run_1/m3.png
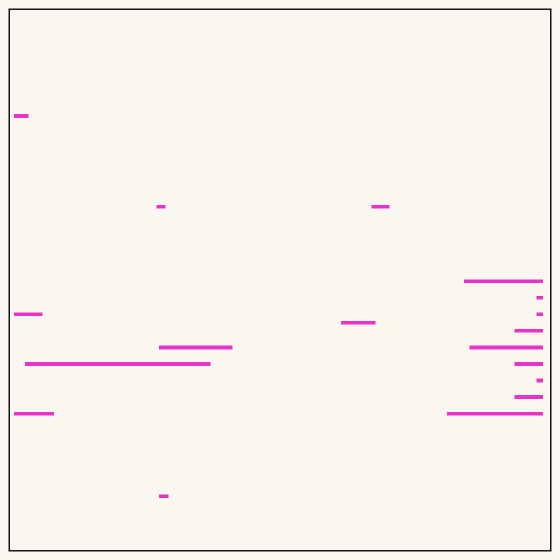
run_1/m2.png
Bar = 10 microns.
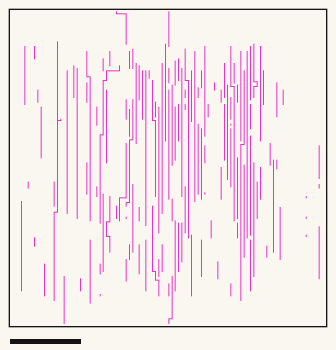
run_1/floorplan.png
Bar = 10 microns. Pins as bars on the die edge.
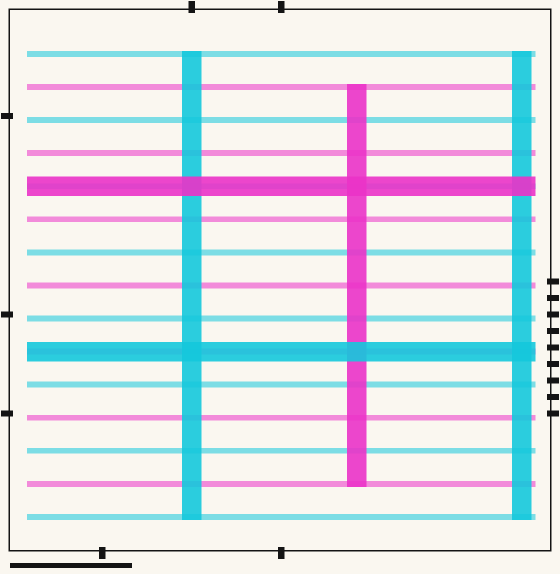
==> config.mk <==
export PLATFORM = sky130hd
export DESIGN_NAME = clock_set_ctrl
export DESIGN_NICKNAME = d
export VERILOG_FILES = /design/src/rtl/clock_pkg.sv /design/src/rtl/btn_edge.sv /design/src/rtl/clock_set_ctrl.sv
export SDC_FILE = /design/constraint.sdc
export NUM_CORES = 1
export LEC_CHECK = 0
export CORE_MARGIN = 1
export CORE_UTILIZATION = 50
export DETAILED_ROUTE_END_ITERATION = 10
export PLACE_DENSITY = 0.8
export SLEW_MARGIN = 0
export SYNTH_ARGS = -nofsm -noshare
export SYNTH_HDL_FRONTEND = slang
export SYNTH_SLANG_ARGS = --single-unit
==> constraint.sdc <==
create_clock -name CLK -period 1.85 [get_ports CLK]
set_clock_uncertainty 0.1 [all_clocks]
set_input_delay 0.2775 -clock CLK [delete_from_list [all_inputs] [get_ports CLK]]
set_output_delay 0.2775 -clock CLK [all_outputs]
set_load 0.05 [all_outputs]
==> results.ini, run 1 <==
[layout]
inverters_excl_clock=7
logic_gate_count=50
layout_top_cells=dfrtp_1, buf_12, buf_4
drive_gt1_share_pct=35.3
seqCellArea_sq_um=450
largest_class=registers
fillers=93

[timing]
fin_setup_tns_ns=-0.307
setup_slack_ns=-0.106
fmax_mhz=511
setup_viol=3
layout_min_cycle_time_ns=1.96
whs_ns=0.170

[pwr]
maxPowerGroup=combinational cells
p_sw_uw=652
pwr-share-clk_pct=14.3
p_leak_nw=0.551
p_int_mw=1.03

[yosys]
ys.flops=18
synth-xor-area-share_pct=4.87
synth-adder-area-share_pct=9.74
yosys_warnings=0
synthMuxAreaShare_pct=1.11
ys_seq_share_pct=50.1

[floorplan]
coreArea_sq_um=1590
fp_util_pct=56.4
placementRows=14

[routing]
drt_iter0_drc=10
wire_per_inst_microns=14.5
drt-met1-wl_microns=735
wl_met3_microns=57
wl_met2_microns=974

[worst_setup_path]
cp_top_family=flip-flops
worstPathMaxFanout=3
crit_buf_inv=2
reg2reg_setup_slack_ns=0.18
r2r_cells=5
startpoint_type=flop
required_ns=1.47

[clocking]
cts_setup_buffers=2
cts_hold_buf=0
ctsHtreeMaxLevel=1

[placement]
port_buffers=15

[grt]
grt_max_degree=11

[outcome]
status=complete, but fails checks
violations=setup timing

-- m3.png (at the start) --
share of all routed wire: 3.1%
longest straight run: 14.9 microns
nets with wire on the layer: 14
main direction: horizontal
DR vias: 627
GR Util met3: 4.90%
Final Routed Wirelength: 1820 microns

-- m2.png (at the start) --
share of all routed wire: 54%
longest straight run: 26.2 microns
nets with wire on the layer: 93
main direction: vertical
routing usage on met2: 36.5%

-- floorplan.png (at the start) --
| color | net |
|---|---|
| cyan | VSS |
| magenta | VDD |
met4 straps: 3
rows: 14
signal pins: 16
met5 straps: 2
met1 rails: 15
DIE HEIGHT: 44.4 microns
Peak VDD IR: 0.000826 V
Die W: 44.4 microns

==> run 1: synth_stat cells <==
library cell	count	area share (%)
a211oi_2	1	1.4
a21oi_1	2	1.1
a21oi_2	1	0.97
a22o_1	2	1.9
a41oi_1	1	0.97
and2_1	6	4.2
buf_4	2	1.7
dfrtp_1	18	50
ha_1	7	9.7
inv_1	7	2.9
mux2i_1	1	1.1
nand2_1	1	0.42
nand2b_1	1	0.70
nand4_1	2	1.4
nand4b_1	1	0.97
nor2_1	7	2.9
nor2b_1	3	2.1
nor3_1	3	1.7
nor3_4	1	1.8
nor3b_1	2	1.7
nor3b_2	1	1.4
o21ai_2	1	0.97
o32ai_4	1	3.1
xnor2_1	3	2.9
xor2_1	2	1.9
--- run 2 (diff from run 1) ---
--- a/config.mk
+++ b/config.mk
@@ -8,7 +8,8 @@
 export CORE_MARGIN = 1
 export CORE_UTILIZATION = 50
 export DETAILED_ROUTE_END_ITERATION = 10
-export PLACE_DENSITY = 0.8
+export MAX_ROUTING_LAYER = met4
+export PLACE_DENSITY = 0.83
 export SLEW_MARGIN = 0
 export SYNTH_ARGS = -nofsm -noshare
 export SYNTH_HDL_FRONTEND = slang
==> results.ini, run 2 <==
[yosys]
yosys_warnings=0
ys_seq_share_pct=50.1
yosysTopAreaCellShare_pct=50.1
netlist_top_cells_count=dfrtp_1, ha_1, inv_1, nor2_1, and2_1
ys_cells=77
ys_types=25
edf_count=0
topCellsByArea=dfrtp_1, ha_1, and2_1
ys.flop_type=dfrtp_1
most_common_cell=dfrtp_1
syn-cell-area_sq_um=900
async_flop_share_pct=100
ys.flops=18
avgSynthCellArea_sq_um=11.7
largest_area_cell=dfrtp_1

[pwr]
pwr-share-clk_pct=14.7
p_sw_uw=619
p_int_uw=991
total_power_mw=1.61
maxPowerGroup=combinational cells
comb-power_uw=858
pwr-share-seq_pct=32.0
clk-power_uw=237
p_leak_nw=0.541

[worst_setup_path]
critical_path_arrival_ns=1.56
crit_buf_inv=2
required_ns=1.47
crit_chain=inv_2, ha_4, nand4b_1, a21oi_2, a22o_2, buf_12
worstPathMaxFanout=3
r2r_cells=5
reg2reg_setup_slack_ns=0.28
path_depth=6
slowest_delay_ns=0.39
startpoint_type=flop
cp_top_family=flip-flops

[floorplan]
dieWidth_microns=44.4
placementRows=14
die_h_microns=44.4
fp_util_pct=56.4
ios=16

[routing]
viasPerCell=4.81
wl_met3_microns=61
final_antenna_net_count=0
drt_iter0_drc=10
drt-met1-wl_microns=687
wire_per_inst_microns=11.4
wl_met2_microns=630
drc=0

[run]
tool_warnings=33
cap_violations=0

[placement]
port_buffers=15
dp.cells=120
post-place-ws_ns=0.0792
dp_hpwl_microns=1150
placed_cell_area_sq_um=1190

[clocking]
cts_hold_buf=0
insertion_delay_ns=0.30
cts_sinks=18
cts_setup_buffers=0
ctsHtreeMaxLevel=1
cts_tree=yes
clock_path_buffers=2
cts_resized=5

[grt]
grt_max_degree=19
top_usage_layer=met2
grt_pass1_vias=600
grtUsageMet3_pct=3.67
antenna_found_initial=0
grtUsageTotal_pct=19.3

[timing]
setup_viol=3
fmax_mhz=515
whs_ns=0.194
fin_setup_tns_ns=-0.258
worst_pin_slew_ns=0.277
finalHoldViolCount=0
layout_min_cycle_time_ns=1.94
maxSlewViolCount=0
grt_setup_unrepaired=true
setup_slack_ns=-0.0911
slew_headroom_pct=81.6

[layout]
layout_top_cells=dfrtp_1, buf_12, nor2_1, clkdlybuf4s50_1
area_growth_pct=38.2
stdcell_area_sq_um=1240
post-route-util_pct=78.0
largest_register_ffs=5
drive_gt1_share_pct=30.0

[outcome]
violations=setup timing
status=complete, but fails checks

==> run 2: cell counts after synthesis <==
Identical to the previous run, type by type.
==> run 2: cell families after synthesis <==
logic type                 Yosys count  share of synthesized area [%]
and+or+nand+nor                     28                           19.2
DFF                                 18                           50.1
AOI/OAI and AO/OA                    9                           10.4
buffers and inverters                9                           4.59
adders and majority gates            7                           9.74
xor gates and xnor gates             5                           4.87
muxes                                1                           1.11
==> run 2: final cells by class <==
| cell class | instances | area [sq um] |
|---|---|---|
| well taps | 24 | 30.0 |
| flip-flops and latches | 18 | 450 |
| clock buffers | 4 | 36.3 |
| inverters | 7 | 26.3 |
| multi-input cells | 50 | 425 |
| repair buffers | 21 | 275 |
| fillers | 95 | 350 |
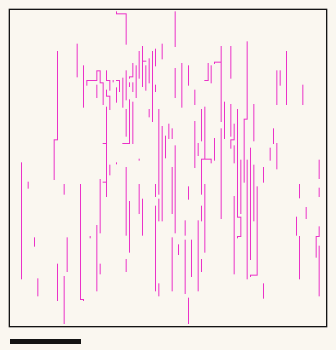
run_2/m2.png
Bar = 10 microns.
share of all routed wire: 45%
wire length on this layer: 630 microns
main direction: vertical
DR vias: 596
routing usage on met2: 27.9%
Final Routed Wirelength: 1420 microns

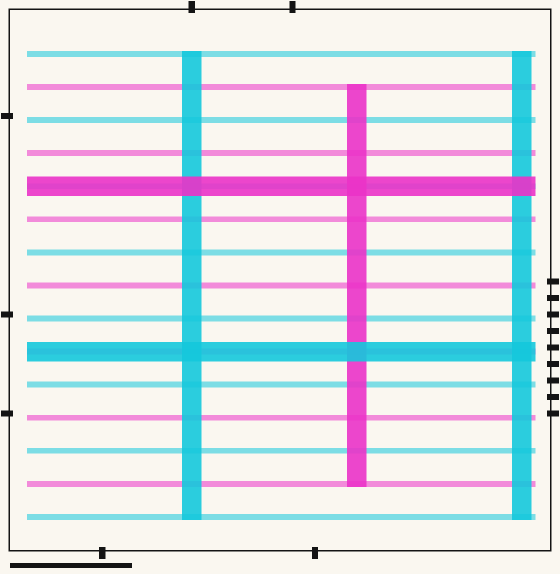
run_2/floorplan.png
Bar = 10 microns. Pins as bars on the die edge.
| color | net |
|---|---|
| magenta | VDD |
| cyan | VSS |
rows: 14
met1 rails: 15
met4 straps: 3
met5 straps: 2
signal pins: 16
Peak VDD IR: 0.000801 V
core area: 1590 sq um

Power is estimated from default activity; no workload was simulated.
